<file path="config.mk">
export PLATFORM = sky130hd
export DESIGN_NAME = cpu_req_queue
export DESIGN_NICKNAME = d
export VERILOG_FILES = /design/src/rtl/cpu_req_queue_pkg.sv /design/src/rtl/cpu_req_queue_sync_fifo.sv /design/src/rtl/cpu_req_queue.sv
export SDC_FILE = /design/constraint.sdc
export NUM_CORES = 1
export LEC_CHECK = 0
export ABC_CLOCK_PERIOD_IN_PS = 3700
export CAP_MARGIN = 15
export CORE_MARGIN = 2
export CORE_UTILIZATION = 47
export CTS_CLUSTER_DIAMETER = 80
export CTS_CLUSTER_SIZE = 25
export DETAILED_ROUTE_END_ITERATION = 12
export PLACE_DENSITY = 0.75
export SLEW_MARGIN = 30
export SYNTH_ARGS = -nofsm -noshare
export SYNTH_HDL_FRONTEND = slang
export SYNTH_HIERARCHICAL = 1
export SYNTH_SLANG_ARGS = --single-unit
</file>
<file path="constraint.sdc">
create_clock -name clk -period 3.7 [get_ports clk]
set_input_delay 0.555 -clock clk [delete_from_list [all_inputs] [get_ports clk]]
set_output_delay 0.555 -clock clk [all_outputs]
set_load 0.01 [all_outputs]
</file>
<file path="src/rtl/cpu_req_queue_pkg.sv">
// Shared types for the CPU request queue sitting in front of the cache controller:
// CPU/cache interface structs, the queued entry layout and the queue FSM states.
package cpu_req_queue_pkg;

  localparam int CACHE_ADDR_W = 32;
  localparam int CACHE_DATA_W = 32;

  typedef struct packed {
    logic [CACHE_ADDR_W-1:0] addr;
    logic [CACHE_DATA_W-1:0] data;
    logic                    rw;
    logic                    valid;
  } cpu_to_cache_type;

  typedef struct packed {
    logic [CACHE_DATA_W-1:0] data;
    logic                    ready;
  } cache_to_cpu_type;

  typedef struct packed {
    logic                    rw;
    logic [CACHE_ADDR_W-1:0] addr;
    logic [CACHE_DATA_W-1:0] data;
  } cpu_req_entry_type;

  typedef enum logic {
    IDLE  = 1'b0,
    ISSUE = 1'b1
  } req_queue_state_type;

endpackage

</file>
<file path="src/rtl/cpu_req_queue_sync_fifo.sv">
// Single-clock FIFO with a combinational head read, so the oldest entry can be
// loaded into an output register on the same edge that pops it.
module sync_fifo #(
  parameter int DEPTH = 4,
  parameter int WIDTH = 8
) (
  input  logic                     clk,
  input  logic                     rst,
  input  logic                     push,
  input  logic                     pop,
  input  logic [WIDTH-1:0]         din,
  output logic [WIDTH-1:0]         dout,
  output logic                     full,
  output logic                     empty,
  output logic [$clog2(DEPTH):0]   count
);

  localparam int PTR_W = $clog2(DEPTH);
  localparam logic [PTR_W:0] FULL_COUNT = (PTR_W+1)'(DEPTH);

  logic [WIDTH-1:0] mem [DEPTH];
  logic [PTR_W-1:0] wr_ptr_reg;
  logic [PTR_W-1:0] rd_ptr_reg;
  logic [PTR_W:0]   count_reg;
  logic             push_ok;
  logic             pop_ok;

  assign full    = (count_reg == FULL_COUNT);
  assign empty   = (count_reg == '0);
  assign count   = count_reg;
  assign push_ok = push && !full;
  assign pop_ok  = pop && !empty;
  assign dout    = mem[rd_ptr_reg];

  always_ff @(posedge clk) begin
    if (push_ok) begin
      mem[wr_ptr_reg] <= din;
    end
  end

  // Pointers wrap naturally because DEPTH is a power of two.
  always_ff @(posedge clk) begin
    if (rst) begin
      wr_ptr_reg <= '0;
      rd_ptr_reg <= '0;
      count_reg  <= '0;
    end else begin
      if (push_ok) begin
        wr_ptr_reg <= wr_ptr_reg + PTR_W'(1);
      end
      if (pop_ok) begin
        rd_ptr_reg <= rd_ptr_reg + PTR_W'(1);
      end
      unique case ({push_ok, pop_ok})
        2'b10:   count_reg <= count_reg + (PTR_W+1)'(1);
        2'b01:   count_reg <= count_reg - (PTR_W+1)'(1);
        default: count_reg <= count_reg;
      endcase
    end
  end

endmodule

</file>
<file path="src/rtl/cpu_req_queue.sv">
// CPU request buffer: queues load/store requests, issues them one at a time to the
// cache with a valid gap between accesses, and returns read data in order.
module cpu_req_queue
  import cpu_req_queue_pkg::*;
#(
  parameter int DEPTH  = 4,
  parameter int ADDR_W = 32,
  parameter int DATA_W = 32
) (
  input  logic              clk,
  input  logic              rst,
  input  logic              req_valid,
  output logic              req_ready,
  input  logic              req_rw,
  input  logic [ADDR_W-1:0] req_addr,
  input  logic [DATA_W-1:0] req_data,
  output logic              resp_valid,
  output logic [DATA_W-1:0] resp_data,
  output cpu_to_cache_type  cpu_to_cache,
  input  cache_to_cpu_type  cache_to_cpu,
  output logic              busy
);

  localparam int PTR_W   = $clog2(DEPTH);
  localparam int ENTRY_W = $bits(cpu_req_entry_type);

  cpu_req_entry_type   entry_in;
  cpu_req_entry_type   head;
  logic                push;
  logic                pop;
  logic                fifo_full;
  logic                fifo_empty;
  logic [PTR_W:0]      fifo_count;

  req_queue_state_type state_reg;
  req_queue_state_type state_next;
  logic                load_req;
  logic                complete_req;

  cpu_to_cache_type    cpu_to_cache_reg;
  logic                resp_valid_reg;
  logic [DATA_W-1:0]   resp_data_reg;

  assign entry_in  = '{rw: req_rw, addr: req_addr, data: req_data};
  assign req_ready = !fifo_full;
  assign push      = req_valid && req_ready;
  assign pop       = load_req;

  sync_fifo #(
    .DEPTH (DEPTH),
    .WIDTH (ENTRY_W)
  ) u_fifo (
    .clk   (clk),
    .rst   (rst),
    .push  (push),
    .pop   (pop),
    .din   (entry_in),
    .dout  (head),
    .full  (fifo_full),
    .empty (fifo_empty),
    .count (fifo_count)
  );

  always_ff @(posedge clk) begin
    if (rst) begin
      state_reg <= IDLE;
    end else begin
      state_reg <= state_next;
    end
  end

  always_comb begin
    state_next = state_reg;
    unique case (state_reg)
      IDLE:    if (!fifo_empty) state_next = ISSUE;
      ISSUE:   if (cache_to_cpu.ready) state_next = IDLE;
      default: state_next = IDLE;
    endcase
  end

  // Ready in IDLE is ignored; completion only counts while a request is presented.
  always_comb begin
    load_req     = 1'b0;
    complete_req = 1'b0;
    unique case (state_reg)
      IDLE:    load_req     = !fifo_empty;
      ISSUE:   complete_req = cache_to_cpu.ready;
      default: ;
    endcase
  end

  always_ff @(posedge clk) begin
    if (rst) begin
      cpu_to_cache_reg <= '0;
      resp_valid_reg   <= 1'b0;
      resp_data_reg    <= '0;
    end else begin
      resp_valid_reg <= 1'b0;
      if (load_req) begin
        cpu_to_cache_reg <= '{addr: head.addr, data: head.data, rw: head.rw, valid: 1'b1};
      end else if (complete_req) begin
        cpu_to_cache_reg.valid <= 1'b0;
        if (!cpu_to_cache_reg.rw) begin
          resp_valid_reg <= 1'b1;
          resp_data_reg  <= cache_to_cpu.data;
        end
      end
    end
  end

  assign cpu_to_cache = cpu_to_cache_reg;
  assign resp_valid   = resp_valid_reg;
  assign resp_data    = resp_data_reg;
  assign busy         = (fifo_count != '0) || (state_reg == ISSUE);

endmodule

</file>
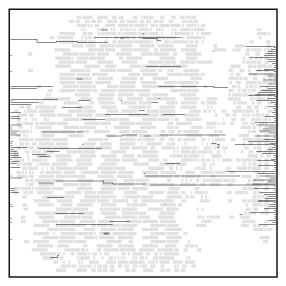
*Metal 3, run 1*
(1.5 px per um)
The longest straight run is 82.8 um. 151 nets have wire on it. The layer carries 1680 um of wire. The layer holds 5.9% of the routed length.

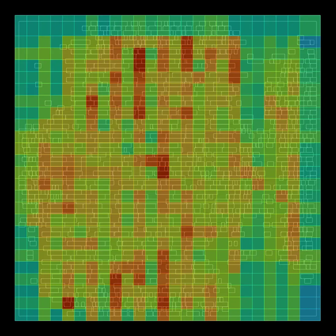
*Routing congestion map, run 1*
GR Util met1: 0.2492
GRT busiest layer: met2

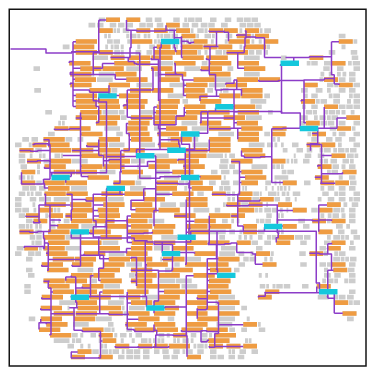
*Clock distribution, run 1*
(2 px per um)
Orange shows flip-flops, count 369. Cyan shows clock-net drivers, count 19. Purple shows clock wires, length 3610 um.
Position of the flops: spread over the die.

==> results_dict.tcl, run 1 <==
# implementation run metrics
set metrics [dict create \
    status "completed" \
    cts_buffers 19 \
    max_freq_mhz 383.3 \
    dr.pass1.iters 4 \
    die_w_um 177.6 \
    nNetsFinal 1117 \
    r2r_cells 11 \
    grt_max_degree 114 \
    avgSynthCellArea_sq_um 16.84 \
    final_cell_area_sq_um 16970 \
    fp_nets 948 \
    yosysUniqueCellTypes 35 \
    top_cell "edfxtp_1" \
    async_flop_share 0 \
    netlist.top_cell.by_area "edfxtp_1" \
    relSlewSlack 0.3675 \
    drive_above_1_share 0.1115 \
    htreeDepth 1 \
    dp_hpwl_mm 17.54 \
    startpoint "state_reg" \
    clkLatencyLatePin_ns 0.51 \
    cts.sinks 369 \
    fp_util 0.4778 \
    placedInstanceArea_sq_um 16410 \
    yosys_warnings 6 \
    tightestPinTransition_ns 0.9488 \
    max-cap-violations 0 \
    synthTopCellsByArea "edfxtp_1 (55%), dfxtp_1 (15%), mux4_2 (10%)" \
    finalSetupViolations 0 \
    min_period_ns 2.609 \
    finalMaxSlewViolations 0 \
    power.leakage_nw 5.349 \
    overflow 0 \
    clk_pin_slew_ns 0.09 \
    synthToLayoutAreaGrowth_pct 19.84 \
    cts_setup_buffers 0 \
    drtIter0Drc 455 \
    fin_crit_sh 0.7050 \
    edf_count 260 \
    vias 7619 \
    syn_inst 841 \
    io_buffers 201 \
    chipHeight_um 177.6 \
    worstSetupPathType "register to primary output" \
    ys_cells 841 \
    worstSetupEndpointType "primary output" \
    hp-class "register to register" \
    cts_tree "done" \
    root_buffer "clkbuf_16" \
    drt_wl_total_mm 28.29 \
    hold_viol_final 0 \
    r2r_slack_ns 1.10 \
    fin_skew_ns 0.01669 \
    largest_register_ff_count 260 \
    syn_area_sq_um 14160 \
    reg2reg_to "u_fifo/count[2]" \
    io_pins 202 \
    synth_flop_count 369 \
    top_cells_by_count "edfxtp_1 (260), dfxtp_1 (109), a21oi_1 (69), o21ai_0 (68), nand2b_1 (66)" \
    ys_seq_frac 0.7054 \
    clockBufferDepth 3 \
    start_kind "register" \
    dominantRegCellSynth "edfxtp_1" \
    track_usage 0.1786 \
    fp-row-count 63 \
    detail_route.wl_per_cell_um 20.01 \
    antenna_found_initial 3 \
    grt_pass1_vias 7705 \
    grt_first_pass_wirelength_mm 43.75 \
    ctsHoldBuffers 0 \
    via_per_inst 5.388 \
    crit_end "busy" \
    core_region_area_sq_um 29640 \
    irDropWorstVdd_mv 0.3557 \
    arrival_ns 2.05 \
    detail-route-antenna-nets 0 \
    die_area_sq_um 31530 \
    cts_resized 0 \
    r2r_start "u_fifo/count[2]" \
    fin_setup_tns_ns 0 \
    route.detailed.drc 0 \
    top_area_frac 0.5513 \
]
run 1: cell type report:
class	instances	area, sq um
Clock buffer	30	516.7
Tap cell	390	488.0
Sequential cell	369	10000
Clock inverter	3	33.78
Multi-Input combinational cell	401	3750
Inverter	9	33.78
Antenna cell	2	5.005
Fill cell	2305	12670
Timing Repair Buffer	210	2143
run 1: worst min path at each step:
stage / startpoint / end / slack (ns) / depth (start not counted)
after global placement: resp_data[3] / resp_data[3] / 0.46 / 2
after global routing: resp_data[17] / resp_data[17] / 0.49 / 2
after CTS: resp_data[26] / resp_data[26] / 0.48 / 2
after detailed placement: resp_data[26] / resp_data[26] / 0.46 / 2
final: resp_data[26] / resp_data[26] / 0.48 / 2
after floorplan: u_fifo/rd_ptr_reg[1] / register / 0.46 / 2
run 1: through the flow:
stage | setup slack (ns) | hold WS, ns | instances | power, mW | util
after floorplan | 0.7934 | 0.4591 | 841 | 7.482 | -
final | 1.091 | 0.4753 | 1414 | 10.87 | 0.5726
after detailed placement | 1.016 | 0.4650 | 1379 | 8.767 | 0.5537
after CTS | 1.036 | 0.4784 | 1412 | 11.01 | 0.5722
after global placement | 1.030 | 0.4576 | 1379 | 8.674 | 0.5537
after global routing | 0.8454 | 0.4939 | 1412 | 11.44 | 0.5724
run 1: cell usage in the layout, fill, tap and decap left out, drive strengths merged, types with 2 or more instances in the layout:
| cell | n |
|---|---|
| clkdlybuf4s50 | 200 |
| nor2b | 3 |
| or3 | 3 |
| mux4 | 65 |
| o21ai | 68 |
| clkbuf | 30 |
| a21oi | 69 |
| buf | 10 |
| and2 | 4 |
| nand2b | 66 |
| mux2i | 33 |
| nor2 | 7 |
| xor2 | 3 |
| dfxtp | 109 |
| diode | 2 |
| ha | 5 |
| edfxtp | 260 |
| or3b | 65 |
| inv | 12 |
run 1: worst max-delay path, stage by stage, from the launching register on:
cell             delay, ns
dfxtp_4               0.47
or4_4                 0.56
clkdlybuf4s50_1       0.51
run 1: cell families after synthesis:
kind of cell	after synthesis	synth area share
compound gates	141	0.05072
mux	98	0.1267
flops	369	0.7054
buf+inv	71	0.03084
simple gates	153	0.07864
xor+xnor	3	0.001856
fa+ha+maj	6	0.005831
run 1: routing by layer:
layer  up-vias  wire [um]  GRT usage
li1       3543          -          -
met1      3843      12660     0.2492
met2       205      13580     0.2988
met3        26       1678    0.03213
met4         2        365    0.03176
met5         -         13          0
run 1: power by group:
group	switching [mW]	total, mW	internal [mW]
Combinational	1.55	3.11	1.57
Sequential	0.370	5.52	5.15
Clock	1.24	2.23	0.993
### Sequential cells grouped by signal name, run 1

(1.5 px per um) Other sequential cells in the stronger gray, the rest of the logic in the fainter gray.
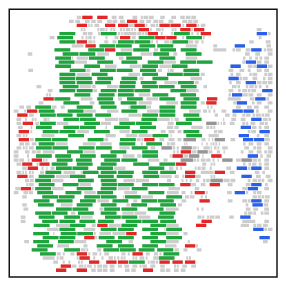

## Run 2: what changed since run 1
--- a/config.mk
+++ b/config.mk
@@ -5,7 +5,7 @@
 export SDC_FILE = /design/constraint.sdc
 export NUM_CORES = 1
 export LEC_CHECK = 0
-export ABC_CLOCK_PERIOD_IN_PS = 3700
+export ABC_CLOCK_PERIOD_IN_PS = 2700
 export CAP_MARGIN = 15
 export CORE_MARGIN = 2
 export CORE_UTILIZATION = 47
==> constraint.sdc (replaced) <==
create_clock -name clk -period 2.7 [get_ports clk]
set_input_delay 0.405 -clock clk [delete_from_list [all_inputs] [get_ports clk]]
set_output_delay 0.405 -clock clk [all_outputs]
set_load 0.01 [all_outputs]
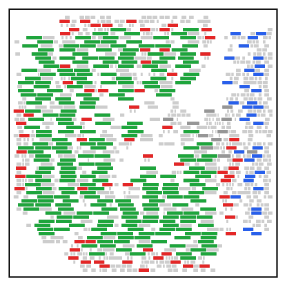
*Sequential cells grouped by signal name, run 2*
(1.5 px per um) Other sequential cells in the stronger gray, the rest of the logic in the fainter gray.
Red shows cpu_to_cache, placed flops 66, where spread over the die. Blue shows resp_data, placed flops 32, where a column on the right. Green shows u_fifo/mem, placed flops 260.

==> run 2 against run 1 <==
  * Final area grew 1.2%
  * Register-to-register slack lost 0.75 ns
  * Cell count grew 0.92%
  * Critical path type unchanged
  * Critical endpoint is now req_ready
  * Worst hold slack lost 0.12 ns
  * Setup slack lost 0.76 ns
  * Synthesized area is the same
  * Clock power grew 38%
  * Combinational power grew 43%
  * Synthesized cell count is the same
  * Routed wire length shrank 1.7%
  * Critical path depth grew 2
  * Clock skew grew 0.013 ns
==> results_dict.tcl, run 2 <==
# implementation run metrics
set metrics [dict create \
    avgSynthCellArea_sq_um 16.84 \
    syn_area_sq_um 14160 \
    syn_inst 841 \
    worstSetupEndpointType "primary output" \
    netlist.top_cell.by_area "edfxtp_1" \
    lay_top_cells "edfxtp_1 (260), clkdlybuf4s50_1 (200), dfxtp_1 (106), a21oi_1 (69), o21ai_0 (68)" \
    edf_count 260 \
    drt_wl_total_mm 27.82 \
    irDropWorstVdd_mv 0.8179 \
    fp-row-count 63 \
    cp_slowest_cell "clkdlybuf4s50_1" \
    synthTopCellsByArea "edfxtp_1 (55%), dfxtp_1 (15%), mux4_2 (10%)" \
    detail_route.wl_per_cell_um 19.50 \
    fp_util 0.4778 \
    final_cell_area_sq_um 17170 \
    dr_wl_met3_mm 1.800 \
    status "completed" \
    antenna_found_initial 3 \
    hold_viol_final 0 \
    grt_pass1_vias 7739 \
    dr.pass1.iters 4 \
    die_area_sq_um 31530 \
    top_layer "met5" \
    cts_buffers 19 \
    io_buffers 201 \
    dominantRegCellSynth "edfxtp_1" \
    fin_skew_ns 0.02967 \
    detail-route-antenna-nets 0 \
    route.detailed.drc 0 \
    relSlewSlack 0.4625 \
    ys_cells 841 \
    cts.sinks 369 \
    io_pins 202 \
    top_cells_by_count "edfxtp_1 (260), dfxtp_1 (109), a21oi_1 (69), o21ai_0 (68), nand2b_1 (66)" \
    synth_flop_count 369 \
    chipHeight_um 177.6 \
    cp_num_buf_inv 3 \
    grt_first_pass_wirelength_mm 42.77 \
    arrival_ns 1.97 \
    fp_nets 948 \
    fin_setup_tns_ns 0 \
    wl_met2_mm 13.73 \
    top_cell "edfxtp_1" \
    drtIter0Drc 555 \
    nNetsFinal 1130 \
    met1_length_mm 11.84 \
    dpl_worst_slack_ns 0.2518 \
    grt_max_degree 134 \
    finalSetupViolations 0 \
    lay_top_count "edfxtp_1" \
    cts_tree "done" \
    track_usage 0.1750 \
    min_period_ns 2.373 \
    max-cap-violations 0 \
    clk_pin_slew_ns 0.09 \
    yosysUniqueCellTypes 35 \
    top_area_frac 0.5513 \
    via_per_inst 5.364 \
    fin_crit_sh 0.8790 \
    core_region_area_sq_um 29640 \
    htreeDepth 1 \
    worstSetupPathType "register to primary output" \
    vias 7654 \
    ctsHoldBuffers 0 \
    finalMaxSlewViolations 0 \
    dp_hpwl_mm 17.27 \
    clkLatencyLatePin_ns 0.53 \
]
run 2: cell counts after synthesis:
No cell type changed its count.
run 2: cell families after synthesis:
family / count (synthesis) / synth area share
adders and majority gates: 6 / 0.005831
buffers and inverters: 71 / 0.03084
DFF: 369 / 0.7054
and+or+nand+nor: 153 / 0.07864
AOI/OAI and AO/OA: 141 / 0.05072
xor gates and xnor gates: 3 / 0.001856
muxes: 98 / 0.1267
run 2: final timing paths:
kind,start,to,slack (ns),depth (start not counted)
setup / recovery,u_fifo/count[2],req_ready,0.33,4
hold / removal,rst,resp_valid,0.36,2
setup reg to reg,u_fifo/count[2],u_fifo/count[2],0.35,11
hold reg to reg,resp_data[24],resp_data[24],0.47,2
run 2: per-layer routing:
metal | GRT usage | vias up
met5 | 0 | -
met4 | 0.02869 | 4
met3 | 0.04049 | 26
met2 | 0.3065 | 195
met1 | 0.2263 | 3853
li1 | - | 3576
run 2: layout make-up:
class	count	area, sq um
multi-input combinational	401	3747
sequential	369	10000
clock inverter	7	52.55
antenna	1	2.502
fill	2280	12470
timing repair buffer	223	2341
clock buffer	27	505.5
inverter	9	33.78
tap	390	488.0
run 2: metrics by stage:
stage / std cells / hold WS (ns) / total power, mW
floorplan: 841 / 0.4591 / 10.25
global placement: 1392 / 0.4586 / 12.04
global route: 1426 / 0.4166 / 15.78
detailed placement: 1392 / 0.4603 / 12.14
CTS: 1426 / 0.3368 / 15.21
finish: 1427 / 0.3592 / 14.99
run 2: power by group:
group	internal [mW]	total (mW)	switching (mW)	leakage, nW
logic	2.25	4.46	2.20	1.91
registers	7.05	7.46	0.409	3.28
clock network	1.35	3.07	1.72	0.265
total	10.7	15.0	4.34	5.45
Power is estimated from default activity; no workload was simulated.
